==> src/rtl/anspwm_stage_p.sv <==
// anspwm_stage_p - one noise-shaping stage of the ANS PWM chain.
//
// Each valid target sample is split into a coarse level (Q) and a fine
// residual. The residual is re-scaled to full scale as the target for the
// next stage (nxttgt). An ORDER-th backward difference of the residual
// sequence is produced in sign-magnitude form (C, Csgn) for the final
// signed adder, optionally delayed by DELAY alignment registers.
//
// Ports:
//   clk        system clock
//   rst_n      asynchronous active-low reset
//   clr        synchronous clear of pipeline, history and outputs
//   in_valid   A carries a new sample this cycle
//   A          unsigned target
//   Q          quantised level (A with low QSHIFT bits zeroed)
//   nxttgt     residual << (WIDTH-QSHIFT)
//   nxt_valid  Q/nxttgt updated this cycle
//   C          magnitude of the ORDER-th difference
//   Csgn       1 = difference negative (zero is always positive)
//   out_valid  C/Csgn updated this cycle
module anspwm_stage_p #(
  parameter int WIDTH  = 16,
  parameter int QSHIFT = 8,
  parameter int ORDER  = 3,
  parameter int DELAY  = 0
) (
  input  logic             clk,
  input  logic             rst_n,
  input  logic             clr,
  input  logic             in_valid,
  input  logic [WIDTH-1:0] A,
  output logic [WIDTH-1:0] Q,
  output logic [WIDTH-1:0] nxttgt,
  output logic             nxt_valid,
  output logic [WIDTH-1:0] C,
  output logic             Csgn,
  output logic             out_valid
);

  // One bit of headroom per difference order plus a sign bit keeps the
  // differences exact for every legal parameter set.
  localparam int DW = QSHIFT + ORDER + 1;
  localparam logic [WIDTH-1:0] LOW_MASK = {{(WIDTH-QSHIFT){1'b0}}, {QSHIFT{1'b1}}};

  // ---------------------------------------------------------------- stage 1
  always_ff @(posedge clk or negedge rst_n) begin
    if (!rst_n) begin
      Q         <= '0;
      nxttgt    <= '0;
      nxt_valid <= 1'b0;
    end else if (clr) begin
      Q         <= '0;
      nxttgt    <= '0;
      nxt_valid <= 1'b0;
    end else begin
      nxt_valid <= in_valid;
      if (in_valid) begin
        Q      <= A & ~LOW_MASK;
        nxttgt <= A << (WIDTH - QSHIFT);
      end
    end
  end

  // ---------------------------------------------------------------- stage 2
  // The residual is recovered from the top of nxttgt rather than kept in a
  // separate register.
  logic [QSHIFT-1:0]     r_cur;
  logic signed [DW-1:0]  r_ext;
  logic signed [DW-1:0]  r_prev, d1_prev, d2_prev;
  logic signed [DW-1:0]  d1, d2, d3, d_sel;
  logic [DW-1:0]         d_mag;
  logic [WIDTH-1:0]      c_next;

  logic [WIDTH-1:0]      c_s2;
  logic                  sgn_s2;
  logic                  v_s2;

  assign r_cur = nxttgt[WIDTH-1 -: QSHIFT];
  assign r_ext = $signed({{(DW-QSHIFT){1'b0}}, r_cur});
  assign d1    = r_ext - r_prev;
  assign d2    = d1 - d1_prev;
  assign d3    = d2 - d2_prev;

  generate
    if (ORDER == 1) begin : g_ord1
      assign d_sel = d1;
    end else if (ORDER == 2) begin : g_ord2
      assign d_sel = d2;
    end else begin : g_ord3
      assign d_sel = d3;
    end
  endgenerate

  assign d_mag  = d_sel[DW-1] ? $unsigned(-d_sel) : $unsigned(d_sel);
  assign c_next = WIDTH'(d_mag);

  always_ff @(posedge clk or negedge rst_n) begin
    if (!rst_n) begin
      r_prev  <= '0;
      d1_prev <= '0;
      d2_prev <= '0;
      c_s2    <= '0;
      sgn_s2  <= 1'b0;
      v_s2    <= 1'b0;
    end else if (clr) begin
      r_prev  <= '0;
      d1_prev <= '0;
      d2_prev <= '0;
      c_s2    <= '0;
      sgn_s2  <= 1'b0;
      v_s2    <= 1'b0;
    end else begin
      v_s2 <= nxt_valid;
      // History advances only on real samples; gaps are not zero samples.
      if (nxt_valid) begin
        r_prev  <= r_ext;
        d1_prev <= d1;
        d2_prev <= d2;
        c_s2    <= c_next;
        sgn_s2  <= d_sel[DW-1];
      end
    end
  end

  // ------------------------------------------------------------- delay line
  // Data taps load only behind a valid, so C/Csgn hold through stalls at
  // every tap while the valid bit simply shifts.
  generate
    if (DELAY == 0) begin : g_nodly
      assign C         = c_s2;
      assign Csgn      = sgn_s2;
      assign out_valid = v_s2;
    end else begin : g_dly
      logic [WIDTH-1:0] tap_c [DELAY];
      logic             tap_s [DELAY];
      logic             tap_v [DELAY];

      always_ff @(posedge clk or negedge rst_n) begin
        if (!rst_n) begin
          for (int k = 0; k < DELAY; k++) begin
            tap_c[k] <= '0;
            tap_s[k] <= 1'b0;
            tap_v[k] <= 1'b0;
          end
        end else if (clr) begin
          for (int k = 0; k < DELAY; k++) begin
            tap_c[k] <= '0;
            tap_s[k] <= 1'b0;
            tap_v[k] <= 1'b0;
          end
        end else begin
          tap_v[0] <= v_s2;
          if (v_s2) begin
            tap_c[0] <= c_s2;
            tap_s[0] <= sgn_s2;
          end
          for (int k = 1; k < DELAY; k++) begin
            tap_v[k] <= tap_v[k-1];
            if (tap_v[k-1]) begin
              tap_c[k] <= tap_c[k-1];
              tap_s[k] <= tap_s[k-1];
            end
          end
        end
      end

      assign C         = tap_c[DELAY-1];
      assign Csgn      = tap_s[DELAY-1];
      assign out_valid = tap_v[DELAY-1];
    end
  endgenerate

endmodule

==> config.mk <==
export PLATFORM = sky130hd
export DESIGN_NAME = anspwm_stage_p
export DESIGN_NICKNAME = d
export VERILOG_FILES = /design/src/rtl/anspwm_stage_p.sv
export SDC_FILE = /design/constraint.sdc
export NUM_CORES = 1
export LEC_CHECK = 0
export CORE_MARGIN = 8
export CORE_UTILIZATION = 35
export CTS_CLUSTER_DIAMETER = 120
export CTS_CLUSTER_SIZE = 14
export DETAILED_ROUTE_END_ITERATION = 8
export PLACE_DENSITY = 0.67
export SLEW_MARGIN = 5
export SYNTH_ARGS = -nofsm -noshare
export SYNTH_HDL_FRONTEND = slang
export SYNTH_SLANG_ARGS = --single-unit
export TNS_END_PERCENT = 20
==> constraint.sdc <==
create_clock -name clk -period 6.2 [get_ports clk]
set_input_delay 0.93 -clock clk [delete_from_list [all_inputs] [get_ports clk]]
set_output_delay 0.93 -clock clk [all_outputs]
set_load 0.005 [all_outputs]
run_1/flops_by_reg.png
Scale bar: 50 µm. Other sequential cells in the stronger gray, the rest of the logic in the fainter gray.
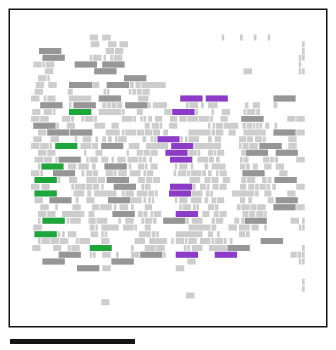
Green stands for `nxttgt`, placed flops 8, where left middle. Purple stands for `d2_prev`, placed flops 12.
Another 43 sequential cells are not colored.
fin util: 43.0%
FF/Latch Area: 0.00158 mm²

run_1/clocks.png
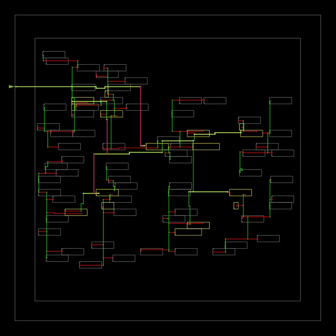
clock-net power: 534 µW
clock skew: 5.97 ps

==> impl_metrics.py, run 1 <==
# Metrics from the implementation run
metrics = {
    "run_status": {
        "outcome": "completed",
    },
    "timing": {
        "min_period_ps": 5530,
        "worst-slew-pin-transition_ps": 1120,
        "setup_viol": 0,
        "slew_headroom_pct": 25.0,
        "hold_viol_final": 0,
        "fin_crit_sh_pct": 89.1,
        "rsz0062_at_grt": "false",
        "tns_ps": 0,
        "drv_slew": 0,
        "holdWs_ps": 498,
        "max_freq_mhz": 181,
    },
    "worst_setup_path": {
        "cpLargestDelayFamily": "AND-OR/OR-AND gates",
        "crit_required_ps": 6410,
        "cp.depth": 20,
        "path_cells": "inv_1 -> ha_1 -> inv_1 -> fa_1 -> a21o_2 -> a21oi_1 -> o21bai_1 -> a21oi_1 -> o21bai_1 -> a21oi_1 -> ha_1 -> a21o_1 -> a221oi_1 -> xnor2_1 -> ha_1 -> o41a_1 -> xor2_1 -> xnor2_1 -> nand3_1 -> a32o_1",
        "slowest_stage": "xnor2_1",
        "timing.rr.start": "nxttgt[8]",
        "cp-end-kind": "flop",
        "critPathKind": "flop to flop",
        "arrival_ps": 5740,
        "cp-start-kind": "flop",
        "crit_path_max_fanout": 12,
        "cp-startpoint": "nxttgt[8]",
        "r2r_slack_ps": 670,
        "setup.worst_path.end": "C[8]",
        "worstRegToRegCells": 20,
        "rr_endpoint": "C[8]",
        "worst_path_largest_cell_delay_ps": 720,
        "crit_buf_inv": 2,
    },
    "worst_hold_path": {
        "min_from": "C[7]",
        "hold_path_depth": 1,
        "hold_end": "C[7]",
        "min_path_type": "flop to flop",
    },
    "grt": {
        "grt_pass1_vias": 3358,
        "grt_antenna_before_repair": 0,
        "grt_most_used_layer": "met2",
        "use_met3_pct": 4.11,
        "grt_overflow": 0,
        "met1_usage_pct": 13.2,
        "grt_util_all_layers_pct": 11.5,
        "grt_max_degree": 64,
        "gr-usage-met2_pct": 19.5,
        "grt_pass1_wl_mm": 15.4,
    },
    "layout": {
        "final-nonclk-buf-share_pct": 9.83,
        "ff_count": 63,
        "comb_share_pct": 46.8,
        "sh_seq_area_pct": 30.7,
        "mi_logic_area_mm2": 0.00241,
        "layout.nets": 546,
        "clk_share_pct": 6.15,
        "lay_top_cells": "nor2_1, dfrtp_1, clkdlybuf4s50_1",
        "antennaDiodeCount": 0,
        "n_fill_cell": 1156,
        "clockBufferCount": 12,
        "n_all_buffers": 52,
        "lay_top_count": "nor2_1",
        "area_dominant_class": "logic gates",
        "fin_cells": 644,
        "drive_above_1_share_pct": 7.04,
        "inverters": 41,
        "logic_gate_count": 325,
        "area_growth_pct": 20.2,
    },
    "clocking": {
        "cts_tree": "done",
        "ctsRootBufferMaster": "clkbuf_16",
        "post-cts-setup-buffers": 0,
        "clock_latency_ps": 330,
        "post_cts_resized": 0,
        "cts_buffers": 9,
        "cts_max_level": 3,
        "cts_max_path_buffers": 2,
        "clk_transition_reported_paths_ps": 50,
        "hold_buffers": 0,
        "clkSinkCount": 63,
    },
    "job": {
        "warning_count": 26,
        "maxCapViolCount": 0,
    },
    "synthesis": {
        "synth_area_per_cell_um2": 9.62,
        "yosys.stat.seqShare_pct": 36.8,
        "synth_flops": 63,
        "xor_area_share_pct": 5.88,
        "aoi_share_pct": 13.3,
        "area_leaders": "dfrtp_1, mux2i_1, ha_1",
        "netlist-cell-type-count": 65,
        "ys.flop_type": "dfrtp_1",
        "top_area_share_pct": 36.8,
        "synthMuxAreaShare_pct": 10.3,
        "common_cells": "nor2_1, dfrtp_1, mux2i_1",
        "ys_area_mm2": 0.00428,
        "yosys.area.top_type": "dfrtp_1",
        "simple_gate_share_pct": 14.5,
        "most_common_cell": "nor2_1",
        "synth-async-reset-ratio_pct": 100,
        "syn_area_mm2": 0.00428,
        "synth-edff-count": 0,
        "ys_cells": 445,
        "netlist_instances": 445,
        "yosysWarnings": 0,
        "topCombFamilyByArea": "simple AND/OR/NAND/NOR gates",
        "adder_share_pct": 10.5,
    },
    "die": {
        "nWellTaps": 147,
        "dieArea_mm2": 0.0160,
        "core_area_mm2": 0.0120,
        "die_x_um": 127,
        "fp-utilization_pct": 35.8,
        "die_y_um": 127,
        "rows": 40,
        "pin_count": 71,
    },
    "pwr": {
        "power_uw": 2220,
        "p_seq_share_pct": 21.7,
        "seq_power_uw": 483,
        "comb-power_uw": 1210,
        "p_sw_uw": 895,
        "switching_share_pct": 40.3,
        "p_per_area_mw_per_mm2": 432,
        "clockPowerShare_pct": 24.0,
        "power.leakage_uw": 0.00231,
        "p_int_uw": 1330,
        "vdd_ir_drop_max_v": 0.000191,
        "combPwrFrac_pct": 54.2,
        "power-top-group": "combinational cells",
    },
    "placement": {
        "io_buffers": 50,
        "placement.cell_area_mm2": 0.00483,
        "pre_cts_slack_ps": 793,
        "hpwl_mm": 6.34,
        "placed_cells": 628,
        "place_congestion": 0.781,
    },
    "route": {
        "highest_layer": "met4",
        "drt-met1-wl_mm": 3.95,
        "drt.antenna.violating_nets": 0,
        "dr_wl_met2_mm": 4.10,
        "drc": 0,
        "met3_length_um": 631,
        "drtPass1Iterations": 4,
        "routedWlPerCell_um": 13.6,
        "routed_wl_mm": 8.76,
        "vias": 3171,
        "drtIter0Drc": 204,
        "routed_via_density": 4.92,
    },
}
run_1/sizes.png
Scale bar: 50 µm.
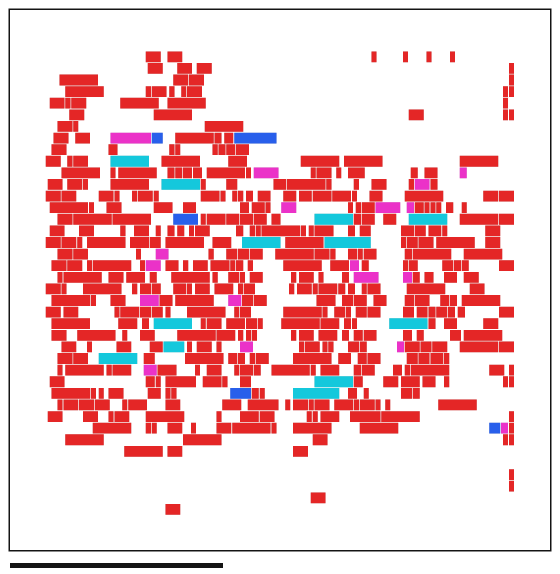
Magenta stands for _2 cells, cells 18. Red stands for _0 and _1 cells, cells 462. Blue stands for _3 and _4 cells, cells 5. Cyan stands for _6 and larger, cells 12.
Setup WS post-layout: 674 ps
Finished Cell Area: 0.00514 mm²

run_1/placement_by_type.png
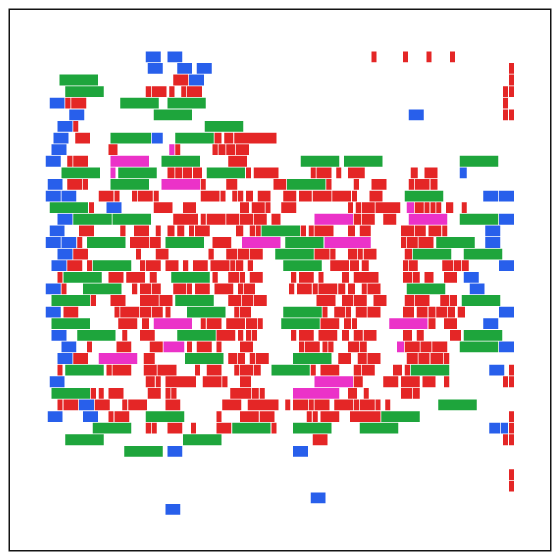
Magenta stands for clock drivers and dummy loads, cells 16, share of their area 6.4%. Green stands for flops, cells 63, share of their area 32%. Blue stands for other buffers and delay cells, cells 52, share of their area 10%. Red stands for combinational and other logic, cells 366, share of their area 52%.

==> run 2, diff against run 1 <==
--- a/config.mk
+++ b/config.mk
@@ -8,9 +8,10 @@
 export CORE_MARGIN = 8
 export CORE_UTILIZATION = 35
 export CTS_CLUSTER_DIAMETER = 120
-export CTS_CLUSTER_SIZE = 14
+export CTS_CLUSTER_SIZE = 16
 export DETAILED_ROUTE_END_ITERATION = 8
 export PLACE_DENSITY = 0.67
+export SKIP_LAST_GASP = 1
 export SLEW_MARGIN = 5
 export SYNTH_ARGS = -nofsm -noshare
 export SYNTH_HDL_FRONTEND = slang
==> constraint.sdc (replaced) <==
create_clock -name clk -period 6.3 [get_ports clk]
set_input_delay 0.945 -clock clk [delete_from_list [all_inputs] [get_ports clk]]
set_output_delay 0.945 -clock clk [all_outputs]
set_load 0.005 [all_outputs]
run_2/clk_routes.png
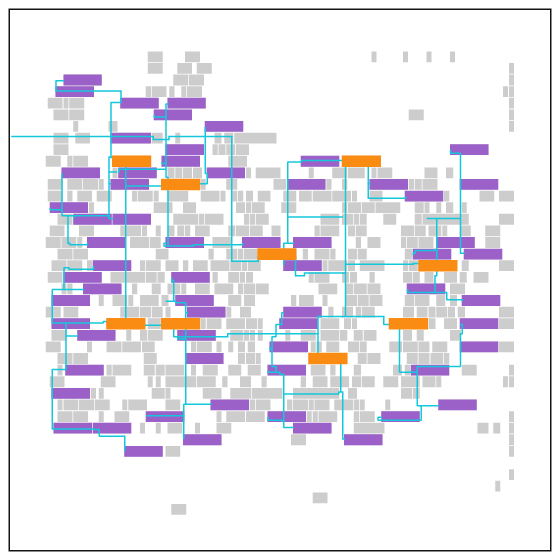
Orange stands for clock drivers, count 9. Purple stands for flip-flops, count 63. Cyan stands for clock wires, length 950 µm.
There are 10 routed clock nets.

==> impl_metrics.py, run 2 <==
# Metrics from the implementation run
metrics = {
    "worst_setup_path": {
        "timing.rr.start": "nxttgt[8]",
        "rr_endpoint": "C[10]",
        "worstRegToRegCells": 20,
        "crit_buf_inv": 2,
        "cp-startpoint": "nxttgt[8]",
        "crit_path_max_fanout": 12,
        "cp.depth": 20,
        "arrival_ps": 5670,
        "cp-start-kind": "flop",
        "crit_required_ps": 6530,
        "worst_path_largest_cell_delay_ps": 690,
        "setup.worst_path.end": "C[10]",
    },
    "timing": {
        "fin_crit_sh_pct": 86.4,
        "tns_ps": 0,
        "rsz0062_at_grt": "false",
        "setup_ws_ps": 854,
        "drv_slew": 0,
        "worst-slew-pin-transition_ps": 1120,
        "min_period_ps": 5450,
    },
    "die": {
        "die_y_um": 127,
        "die_x_um": 127,
        "pin_count": 71,
        "nWellTaps": 147,
        "dieArea_mm2": 0.0160,
        "rows": 40,
    },
    "job": {
        "warning_count": 26,
        "maxCapViolCount": 0,
    },
    "pwr": {
        "combPwrFrac_pct": 53.9,
        "clockPowerShare_pct": 24.4,
        "power_clock_uw": 536,
        "vdd_ir_drop_max_v": 0.000172,
        "p_int_uw": 1310,
        "comb-power_uw": 1180,
        "p_per_area_mw_per_mm2": 426,
        "p_seq_share_pct": 21.7,
        "seq_power_uw": 475,
        "power-top-group": "combinational cells",
    },
    "layout": {
        "lay_top_count": "nor2_1",
        "mi_logic_area_mm2": 0.00241,
        "n_all_buffers": 52,
        "antennaDiodeCount": 0,
        "layout.nets": 546,
        "drive_above_1_share_pct": 7.24,
        "lay_top_cells": "nor2_1, dfrtp_1, clkdlybuf4s50_1",
        "comb_share_pct": 46.7,
        "logic_gate_count": 325,
        "fin_util_pct": 43.1,
        "n_fill_cell": 1167,
        "area_growth_pct": 20.4,
        "area_dominant_class": "logic gates",
        "clk_share_pct": 6.29,
    },
    "run_status": {
        "outcome": "completed",
    },
    "clocking": {
        "ctsRootBufferMaster": "clkbuf_16",
        "cts_max_path_buffers": 2,
        "cts_tree": "done",
        "cts_max_level": 3,
        "clk_transition_reported_paths_ps": 50,
        "clock_latency_ps": 330,
        "cts_buffers": 9,
        "clkSinkCount": 63,
        "post-cts-setup-buffers": 0,
    },
    "placement": {
        "pre_cts_slack_ps": 883,
        "placement.cell_area_mm2": 0.00483,
        "io_buffers": 50,
        "placed_cells": 628,
    },
    "worst_hold_path": {
        "hold_end": "C[7]",
        "min_path_type": "flop to flop",
    },
    "route": {
        "routedWlPerCell_um": 13.7,
        "routed_wl_mm": 8.81,
        "drtPass1Iterations": 4,
        "drc": 0,
        "drt-met1-wl_mm": 4.04,
        "highest_layer": "met4",
        "dr_wl_met2_mm": 4.09,
    },
    "synthesis": {
        "simple_gate_share_pct": 14.5,
        "xor_area_share_pct": 5.88,
        "ys_area_mm2": 0.00428,
        "area_leaders": "dfrtp_1, mux2i_1, ha_1",
        "common_cells": "nor2_1, dfrtp_1, mux2i_1",
        "most_common_cell": "nor2_1",
        "ys.flop_type": "dfrtp_1",
        "top_area_share_pct": 36.8,
        "adder_share_pct": 10.5,
        "topCombFamilyByArea": "simple AND/OR/NAND/NOR gates",
        "yosys.stat.seqShare_pct": 36.8,
    },
    "grt": {
        "met1_usage_pct": 13.5,
        "grt_pass1_wl_mm": 15.5,
        "grt_antenna_before_repair": 0,
        "use_met3_pct": 3.98,
        "grt_max_degree": 64,
        "grt_pass1_vias": 3327,
        "grt_overflow": 0,
    },
}
==> run 3, diff against run 2 <==
--- a/config.mk
+++ b/config.mk
@@ -5,10 +5,11 @@
 export SDC_FILE = /design/constraint.sdc
 export NUM_CORES = 1
 export LEC_CHECK = 0
+export ABC_CLOCK_PERIOD_IN_PS = 6300
 export CORE_MARGIN = 8
 export CORE_UTILIZATION = 35
 export CTS_CLUSTER_DIAMETER = 120
-export CTS_CLUSTER_SIZE = 16
+export CTS_CLUSTER_SIZE = 20
 export DETAILED_ROUTE_END_ITERATION = 8
 export PLACE_DENSITY = 0.67
 export SKIP_LAST_GASP = 1
run_3/clocks.png
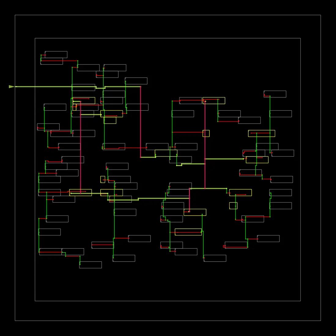
clock skew: 5.22 ps
clock-net power: 536 µW
Sinks on Clock Net: 63
Layout clock buffers: 11
Num CTS Buffers: 9

==> impl_metrics.py, run 3 <==
# Metrics from the implementation run
metrics = {
    "placement": {
        "placement.cell_area_mm2": 0.00483,
        "pre_cts_slack_ps": 883,
        "io_buffers": 50,
        "hpwl_mm": 6.36,
        "placed_cells": 628,
        "place_congestion": 0.781,
    },
    "die": {
        "rows": 40,
        "fp-utilization_pct": 35.8,
        "die_x_um": 127,
        "die_y_um": 127,
        "pin_count": 71,
        "core_area_mm2": 0.0120,
        "dieArea_mm2": 0.0160,
        "nWellTaps": 147,
    },
    "timing": {
        "hold_viol_final": 0,
        "drv_slew": 0,
        "min_period_ps": 5450,
        "max_freq_mhz": 184,
        "setup_ws_ps": 854,
        "setup_viol": 0,
        "tns_ps": 0,
        "holdWs_ps": 492,
        "slew_headroom_pct": 25.6,
        "fin_crit_sh_pct": 86.4,
        "worst-slew-pin-transition_ps": 1120,
        "rsz0062_at_grt": "false",
    },
    "worst_hold_path": {
        "min_from": "C[7]",
        "hold_path_depth": 1,
        "min_path_type": "flop to flop",
        "hold_end": "C[7]",
    },
    "worst_setup_path": {
        "r2r_slack_ps": 850,
        "cp-start-kind": "flop",
        "worst_path_largest_cell_delay_ps": 690,
        "cp-end-kind": "flop",
        "worstRegToRegCells": 20,
        "critPathKind": "flop to flop",
        "slowest_stage": "xnor2_1",
        "cpLargestDelayFamily": "AND-OR/OR-AND gates",
        "path_cells": "inv_1 -> ha_1 -> inv_1 -> fa_1 -> a21o_2 -> a21oi_1 -> o21bai_1 -> a21oi_1 -> o21bai_1 -> a21oi_1 -> ha_1 -> a21o_1 -> a221oi_1 -> xnor2_1 -> ha_1 -> o41a_1 -> xor2_1 -> xnor2_1 -> nand3_1 -> a311oi_1",
        "cp-startpoint": "nxttgt[8]",
        "timing.rr.start": "nxttgt[8]",
        "cp.depth": 20,
        "crit_required_ps": 6530,
        "rr_endpoint": "C[10]",
        "crit_buf_inv": 2,
        "arrival_ps": 5670,
        "crit_path_max_fanout": 12,
    },
    "pwr": {
        "clockPowerShare_pct": 24.4,
        "power-top-group": "combinational cells",
        "p_int_uw": 1310,
        "comb-power_uw": 1180,
        "combPwrFrac_pct": 53.9,
        "switching_share_pct": 40.4,
        "p_seq_share_pct": 21.7,
        "p_per_area_mw_per_mm2": 426,
        "p_sw_uw": 887,
        "vdd_ir_drop_max_v": 0.000172,
        "seq_power_uw": 475,
        "power.leakage_uw": 0.00231,
    },
    "grt": {
        "gr-usage-met2_pct": 19.3,
        "grt_util_all_layers_pct": 11.5,
        "use_met3_pct": 3.98,
        "grt_antenna_before_repair": 0,
        "grt_most_used_layer": "met2",
        "grt_overflow": 0,
        "grt_pass1_wl_mm": 15.5,
        "met1_usage_pct": 13.5,
        "grt_pass1_vias": 3327,
        "grt_max_degree": 64,
    },
    "route": {
        "dr_wl_met2_mm": 4.09,
        "drt-met1-wl_mm": 4.04,
        "met3_length_um": 568,
        "vias": 3190,
        "drc": 0,
        "highest_layer": "met4",
        "drt.antenna.violating_nets": 0,
        "routed_wl_mm": 8.81,
        "drtPass1Iterations": 4,
        "routed_via_density": 4.95,
        "drtIter0Drc": 128,
    },
    "synthesis": {
        "yosysWarnings": 0,
        "synth_area_per_cell_um2": 9.62,
        "synth-async-reset-ratio_pct": 100,
        "synth_flops": 63,
        "ys.flop_type": "dfrtp_1",
        "netlist-cell-type-count": 65,
        "adder_share_pct": 10.5,
        "top_area_share_pct": 36.8,
        "xor_area_share_pct": 5.88,
        "area_leaders": "dfrtp_1, mux2i_1, ha_1",
        "simple_gate_share_pct": 14.5,
        "most_common_cell": "nor2_1",
        "yosys.area.top_type": "dfrtp_1",
        "aoi_share_pct": 13.3,
        "synthMuxAreaShare_pct": 10.3,
        "synth-edff-count": 0,
        "yosys.stat.seqShare_pct": 36.8,
        "ys_area_mm2": 0.00428,
        "netlist_instances": 445,
        "common_cells": "nor2_1, dfrtp_1, mux2i_1",
        "syn_area_mm2": 0.00428,
        "topCombFamilyByArea": "simple AND/OR/NAND/NOR gates",
        "ys_cells": 445,
    },
    "layout": {
        "comb_share_pct": 46.7,
        "area_dominant_class": "logic gates",
        "clk_share_pct": 6.29,
        "sh_seq_area_pct": 30.6,
        "inverters": 41,
        "n_fill_cell": 1167,
        "register_area_mm2": 0.00158,
        "final-nonclk-buf-share_pct": 9.81,
        "fin_cells": 644,
        "layout.nets": 546,
        "lay_top_count": "nor2_1",
        "lay_top_cells": "nor2_1, dfrtp_1, clkdlybuf4s50_1",
        "mi_logic_area_mm2": 0.00241,
        "ff_count": 63,
        "antennaDiodeCount": 0,
        "logic_gate_count": 325,
        "fin_util_pct": 43.1,
        "n_all_buffers": 52,
        "fin_area_mm2": 0.00515,
        "area_growth_pct": 20.4,
        "drive_above_1_share_pct": 7.24,
    },
    "run_status": {
        "outcome": "completed",
    },
    "clocking": {
        "clock_latency_ps": 330,
        "clk_transition_reported_paths_ps": 50,
        "ctsRootBufferMaster": "clkbuf_16",
        "cts_max_level": 3,
        "post-cts-setup-buffers": 0,
        "post_cts_resized": 0,
        "hold_buffers": 0,
        "cts_max_path_buffers": 2,
        "cts_tree": "done",
    },
    "job": {
        "maxCapViolCount": 0,
        "warning_count": 26,
    },
}
Power figures rest on the tool's default switching activity, not on a simulated workload.
